### config.mk
export PLATFORM = sky130hd
export DESIGN_NAME = lfsr_encrypt_engine
export DESIGN_NICKNAME = d
export VERILOG_FILES = /design/src/rtl/lfsr_pkg.sv /design/src/rtl/lfsr7_step.sv /design/src/rtl/lfsr_encrypt_engine.sv
export SDC_FILE = /design/constraint.sdc
export NUM_CORES = 1
export LEC_CHECK = 0
export CAP_MARGIN = 20
export CORE_ASPECT_RATIO = 1.5
export CORE_MARGIN = 2
export CORE_UTILIZATION = 41
export DETAILED_ROUTE_END_ITERATION = 8
export GPL_ROUTABILITY_DRIVEN = 0
export HOLD_SLACK_MARGIN = 0.08
export PLACE_DENSITY = 0.68
export SLEW_MARGIN = 20
export SYNTH_ARGS = -nofsm -noshare
export SYNTH_HDL_FRONTEND = slang
export SYNTH_SLANG_ARGS = --single-unit
export TNS_END_PERCENT = 50
### constraint.sdc
create_clock -name clk -period 4.6 [get_ports clk]
set_input_delay 0.92 -clock clk [delete_from_list [all_inputs] [get_ports clk]]
set_output_delay 0.92 -clock clk [all_outputs]
set_load 0.01 [all_outputs]
### src/rtl/lfsr_pkg.sv
// Shared types and constants for the LFSR message cipher (encrypt and decrypt engines).
package lfsr_pkg;

  typedef enum logic [2:0] {
    IDLE    = 3'd0,
    LD_PRE  = 3'd1,
    LD_TAP  = 3'd2,
    LD_SEED = 3'd3,
    RD      = 3'd4,
    WR      = 3'd5,
    DONE    = 3'd6
  } enc_state_t;

  localparam int unsigned LFSR_W    = 7;
  localparam int unsigned IDX_W     = 7;
  localparam logic [7:0]  PRE_ADDR  = 8'd61;
  localparam logic [7:0]  TAP_ADDR  = 8'd62;
  localparam logic [7:0]  SEED_ADDR = 8'd63;
  localparam logic [7:0]  ASCII_SPACE = 8'h20;

  // Message storage occupies DM[0 .. PRE_ADDR-1].
  localparam logic [7:0]  MSG_CHARS = PRE_ADDR;

  localparam logic [LFSR_W-1:0] LEGAL_TAPS [9] = '{
    7'h60, 7'h48, 7'h78, 7'h72, 7'h6A, 7'h69, 7'h5C, 7'h7E, 7'h7B
  };

  // True when padded-frame index idx maps onto a stored message byte.
  function automatic logic pt_in_msg(input logic [IDX_W-1:0] idx, input logic [5:0] pre);
    logic [7:0] off;
    off = 8'(idx) - 8'(pre);
    return (idx >= IDX_W'(pre)) && (off < MSG_CHARS);
  endfunction

endpackage

### src/rtl/lfsr7_step.sv
// 7-bit Fibonacci-style LFSR register: load (with optional zero-seed substitution) and advance.
module lfsr7_step
  import lfsr_pkg::*;
(
  input  logic              clk,
  input  logic              init_n,
  input  logic              load,
  input  logic              zero_sub,
  input  logic [LFSR_W-1:0] seed,
  input  logic              advance,
  input  logic [LFSR_W-1:0] taps,
  output logic [LFSR_W-1:0] q
);

  // An all-zero state would lock the LFSR, so a zero seed may be replaced by 1.
  always_ff @(posedge clk or negedge init_n) begin
    if (!init_n) begin
      q <= '0;
    end else if (load) begin
      q <= (zero_sub && (seed == '0)) ? LFSR_W'(1) : seed;
    end else if (advance) begin
      q <= {q[LFSR_W-2:0], ^(q & taps)};
    end
  end

endmodule

### src/rtl/lfsr_encrypt_engine.sv
// Program 1 encryptor: reads preamble/taps/seed and plaintext from DM, writes 64 cipher bytes.
// Optional build macro LFSR_PARITY_EN: replaces bit 7 of each cipher byte with parity of [6:0].
module lfsr_encrypt_engine
  import lfsr_pkg::*;
#(
  parameter int unsigned NUM_CHARS = 64,
  parameter int unsigned CT_BASE   = 64
) (
  input  logic       clk,
  input  logic       init_n,
  input  logic       req,
  output logic       ack,
  output logic [7:0] dm_addr,
  input  logic [7:0] dm_rd_data,
  output logic       dm_wr_en,
  output logic [7:0] dm_wr_data
);

  enc_state_t        state;
  logic              req_q;
  logic [IDX_W-1:0]  i;
  logic [5:0]        pre_len;
  logic [LFSR_W-1:0] taps;
  logic [LFSR_W-1:0] lfsr;

  logic              lfsr_load_c;
  logic              lfsr_adv_c;
  logic [IDX_W-1:0]  rd_idx_c;
  logic [7:0]        rd_addr_c;
  logic [7:0]        pt_c;
  logic [7:0]        cipher_c;
  logic [7:0]        wr_byte_c;

  lfsr7_step u_lfsr (
    .clk      (clk),
    .init_n   (init_n),
    .load     (lfsr_load_c),
    .zero_sub (1'b1),
    .seed     (dm_rd_data[LFSR_W-1:0]),
    .advance  (lfsr_adv_c),
    .taps     (taps),
    .q        (lfsr)
  );

  // LFSR controls, next read address and the cipher byte for the current character.
  always_comb begin
    lfsr_load_c = (state == LD_SEED);
    lfsr_adv_c  = (state == WR);
    rd_idx_c    = (state == WR) ? (i + IDX_W'(1)) : i;
    rd_addr_c   = pt_in_msg(rd_idx_c, pre_len) ? (8'(rd_idx_c) - 8'(pre_len)) : 8'h00;
    pt_c        = pt_in_msg(i, pre_len) ? dm_rd_data : ASCII_SPACE;
    cipher_c    = (pt_c - ASCII_SPACE) ^ {1'b0, lfsr};
`ifdef LFSR_PARITY_EN
    wr_byte_c   = {^cipher_c[6:0], cipher_c[6:0]};
`else
    wr_byte_c   = cipher_c;
`endif
  end

  // Run sequencer; memory-side outputs are registered on entry to the state that uses them.
  always_ff @(posedge clk or negedge init_n) begin
    if (!init_n) begin
      state      <= IDLE;
      req_q      <= 1'b0;
      i          <= '0;
      pre_len    <= '0;
      taps       <= '0;
      ack        <= 1'b0;
      dm_addr    <= '0;
      dm_wr_en   <= 1'b0;
      dm_wr_data <= '0;
    end else begin
      req_q    <= req;
      dm_wr_en <= 1'b0;
      case (state)
        IDLE: begin
          ack <= 1'b0;
          if (req_q && !req) begin
            i       <= '0;
            dm_addr <= PRE_ADDR;
            state   <= LD_PRE;
          end
        end
        LD_PRE: begin
          pre_len <= dm_rd_data[5:0];
          dm_addr <= TAP_ADDR;
          state   <= LD_TAP;
        end
        LD_TAP: begin
          taps    <= dm_rd_data[LFSR_W-1:0];
          dm_addr <= SEED_ADDR;
          state   <= LD_SEED;
        end
        LD_SEED: begin
          dm_addr <= rd_addr_c;
          state   <= RD;
        end
        RD: begin
          dm_addr    <= 8'(CT_BASE) + 8'(i);
          dm_wr_en   <= 1'b1;
          dm_wr_data <= wr_byte_c;
          state      <= WR;
        end
        WR: begin
          if (i == IDX_W'(NUM_CHARS - 1)) begin
            dm_addr <= '0;
            state   <= DONE;
          end else begin
            i       <= i + IDX_W'(1);
            dm_addr <= rd_addr_c;
            state   <= RD;
          end
        end
        DONE: begin
          if (req) begin
            ack   <= 1'b0;
            state <= IDLE;
          end else begin
            ack <= 1'b1;
          end
        end
        default: begin
          state <= IDLE;
        end
      endcase
    end
  end

endmodule

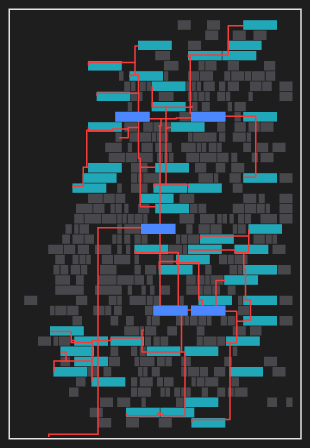
Fig. 1. Clock distribution.
- cyan: flip-flops (count 49)
- blue: clock drivers (count 5)
- red: clock wires (length 718 um)
- routed clock nets: 6
clock skew: 0.00609 ns
Clk pwr share: 13.7%
Power Clock: 0.362 mW

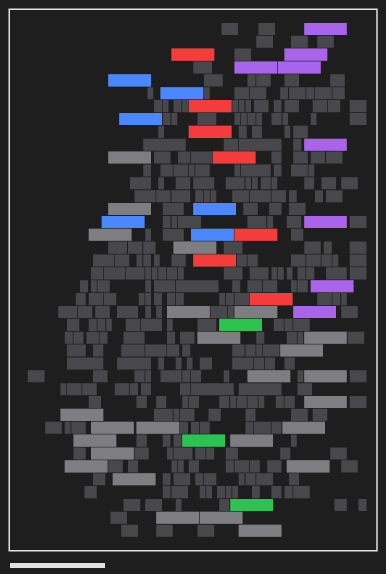
Fig. 2. Sequential cells grouped by signal name.
Bar = 20 um. Other sequential cells in the stronger grey, the rest of the logic in the fainter grey.
- red: taps (placed flops 7)
- green: state (placed flops 3)
- blue: pre_len (placed flops 6)
- purple: dm_wr_data (placed flops 8)
- not coloured: 25
Final Util: 47.7%
Seq/total area: 32.3%

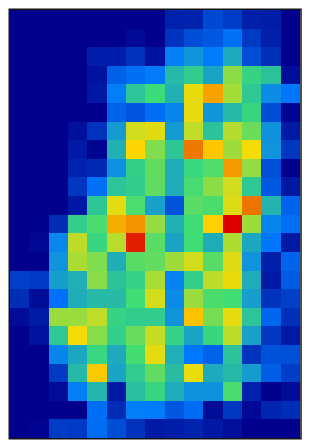
Fig. 3. Wiring heat map.
The die is cut into 15 by 23 equal tiles; dark blue is low, red is high, scaled to the fullest tile. Values are wire area over tile area, all layers added.
- emptiest ninth of the die: north-west
- mean over tiles: 0.14
- densest ninth of the die: centre
- fullest tile: 0.50
- tiles over half the peak: 23%
wire per inst: 16.9 um
via count: 2746

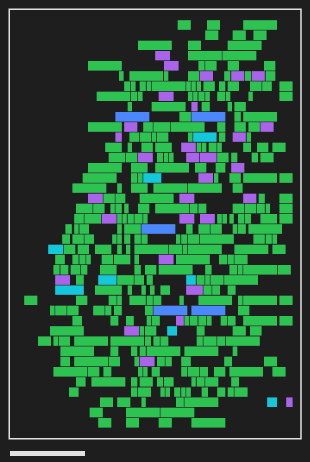
Fig. 4. Sizing map.
Bar = 20 um.
- blue: _6 and larger (cells 5; share 1.3%; most used clkbuf_16)
- purple: _2 cells (cells 30; share 8.0%; most used mux2_2)
- cyan: _3 and _4 cells (cells 8; share 2.1%; most used buf_4)
- green: _0 and _1 cells (cells 331; share 89%; most used dfrtp_1)
Signal buffers: 31
fin area: 3790 um^2
slack of the critical path: 1.06 ns

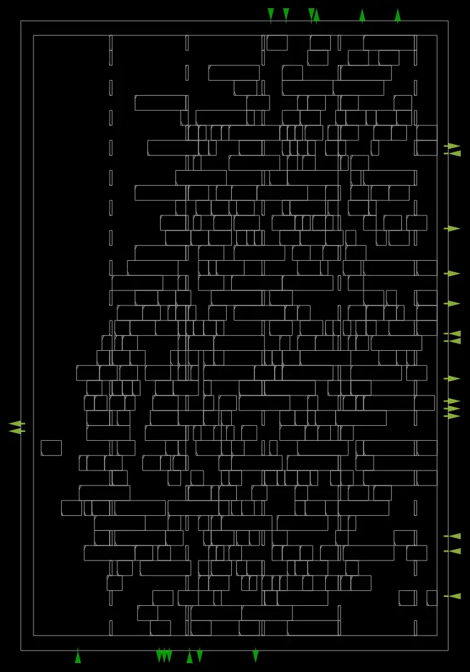
Fig. 5. Placement view.
tap cells: 105
Final Non-Filler Cells: 479
fill count: 727

==> ci_impl_report.md <==
### Flow metrics

| Metric | Value |
|---|---|
| Status | finished clean |
| HP Start | dm_wr_data[6]$_DFFE_PN0P_ |
| CP max stage cell | dfrtp_1 |
| Worst Path Buf+Inv | 1 |
| Cell Int Power | about 1.5 mW |
| CTS Root Cell | clkbuf_16 |
| Setup WS pre-CTS | about 1.1 ns |
| Sequential share of power | 30.5% |
| Worst-margin pin slew | ~0.8 ns |
| FF-to-FF End | dm_addr[4]$_DFFE_PN0P_ |
| Cell area leaders | dfrtp_1 37%, ha_1 5.7%, mux2_2 4.4% |
| Combinational Power Share | between 50 and 60% |
| Worst setup path start | state[2]$_DFFE_PN0P_ |
| Drt pass-1 iters | 4 |
| Worst path most repeated cell | o31a_1 |
| Die H | 114 um |
| Vias per cell | 5.73 |
| Nets | ~400 |
| Worst Setup EP | dm_addr[4]$_DFFE_PN0P_ |
| Switching share of power | 42.4% |
| Yosys stat area | 3320 um^2 |
| FP Core Util | 41.7% |
| CTS sink count | roughly 49 |
| Max rail drop VDD | 0.000280 V |
| Drt initial violations | ~160 |
| Setup violators final | 0 |
| Area leader, netlist | dfrtp_1 |
| Count of tool warnings | 26 |
| FMAX | approximately 280 MHz |
| Yosys top cell area share | 37.0% |
| Req. time, crit path | 4.77 ns |
| Worst skew pair latency | 0.29 ns |
| CP cell instances | nand3b_2 > inv_1 > nand2_1 > xnor2_1 > ha_1 > o21a_1 > o31a_1 > o31a_1 > or3_4 > o31ai_4 > o32ai_1 |
| Tot GR Track Use | 19.3% |
| Initial antenna violation count | 0 |
| Net switching power | 1.12 mW |
| First-pass GRT wire length | 13300 um |
| Yosys reg bits | a little under 50 |
| CP endpoint kind | flip-flop |
| Flip-flop and latch area | between 1000 and 1500 um^2 |
| Synthesis warning total | 0 |
| Number of enable flip-flop cells | 0 |
| Antenna diodes | 0 |
| Residual DRC | 0 |
| Worst Setup Start Kind | flip-flop |
| CTS Hold Bufs | 0 |
| Reg2reg path depth | 11 |
| Ys async rst share | 100% |
| R2R Path Start | state[2]$_DFFE_PN0P_ |
| Max clock buf depth | 2 |
| DP Cell Count | 471 |
| Post-synth seq share | 37.0% |
| H-tree depth | 2 |
| Die Area | 8840 um^2 |
| Synth Instances | 356 |
| Crit path arrival time | 3.71 ns |
| Die W | about 77 um |
| Crit-path leading delay family | AND-OR/OR-AND gates |
| P_leak | about 1.6 nW |
| Worst-path clk slew | approximately 0.070 ns |
| Area Overhead vs Synth | 14.4% |
| Setup TNS | 0 ns |
| Synth unique cells | 54 |
| Primary FF master, synth | dfrtp_1 |
[flip-flops by register name, summed over array words and instances, names as in the netlist]
name / count
u_lfsr.q: 7
dm_wr_data: 8
ack: 1
state: 3
dm_wr_en: 1
taps: 7
req_q: 1
i: 7
pre_len: 6
dm_addr: 8
[layer usage]
layer  vias to the layer above  global-route usage [%]  share of wire [%]
met3                        12                    2.60                2.7
met2                        59                    35.4                 54
met5                         -                       0                  0
met1                      1342                    22.2                 41
met4                         0                    8.57                2.6
li1                       1333                       -                  -
[cell type report]
type,instances,area share [%]
clock buffers,6,3.40
clock inverters,2,0.264
inverters,16,1.58
multi-input cells,270,51.1
flip-flops and latches,49,32.3
well taps,105,3.46
repair buffers,31,7.85
[metrics by stage]
step	util, %	power (mW)	area [um^2]	hold WS [ns]
6_report	47.7	2.64	3790	0.497
5_1_grt	47.7	2.85	3790	0.514
3_5_place_dp	45.9	2.28	3650	0.480
4_1_cts	47.6	2.65	3790	0.496
2_1_floorplan	-	1.86	3320	0.481
3_3_place_gp	45.9	2.25	3650	0.462
[worst min-delay path, delay by kind of cell (launching register included)]
| kind | cells | cell delay (ns) |
|---|---|---|
| flops | 1 | 0.34 |
| simple gates | 1 | 0.04 |
| compound gates | 1 | 0.07 |
[cell usage after synthesis (all sizes together) (6+ instances only)]
master,n
a221oi,8
xor2,8
nor3,10
clkbuf,13
a21bo,7
ha,15
xnor2,7
nand2,35
a31oi,9
o21ai,19
o22ai,6
nor2,20
dfrtp,49
buf,8
nand4b,7
and3,6
a21oi,11
nand3,11
nand2b,10
o21a,6
nor2b,10
mux2i,8
mux2,13
inv,16
[kinds of logic after synthesis]
kind of cell               count (synthesis)  synth area share (%)
muxes                                     21                  6.83
buffers and inverters                     37                  4.72
DFF                                       49                  37.0
AOI/OAI and AO/OA                         98                  22.0
xor gates and xnor gates                  15                  3.96
adders and majority gates                 16                  6.26
and+or+nand+nor                          120                  19.3
[worst min path at each step]
stage / slack (ns) / cells past startpoint / end
floorplan: 0.48 / 1 / taps[5]$_DFFE_PN0P_
global route: 0.51 / 1 / dm_addr[6]$_DFFE_PN0P_
finish: 0.50 / 2 / dm_wr_data[6]$_DFFE_PN0P_
CTS: 0.50 / 2 / dm_wr_data[6]$_DFFE_PN0P_
detailed placement: 0.48 / 2 / dm_wr_data[6]$_DFFE_PN0P_
global placement: 0.46 / 2 / dm_wr_data[6]$_DFFE_PN0P_
[power by group through the flow]
stage,Sequential [mW],Combinational [mW],Clock (mW)
final,0.805,1.47,0.362
after global routing,0.829,1.63,0.392
after CTS,0.805,1.47,0.368
after detailed placement,0.811,1.47,0
after global placement,0.805,1.44,0
after floorplan,0.768,1.09,0
Power figures rest on the tool's default switching activity, not on a simulated workload.
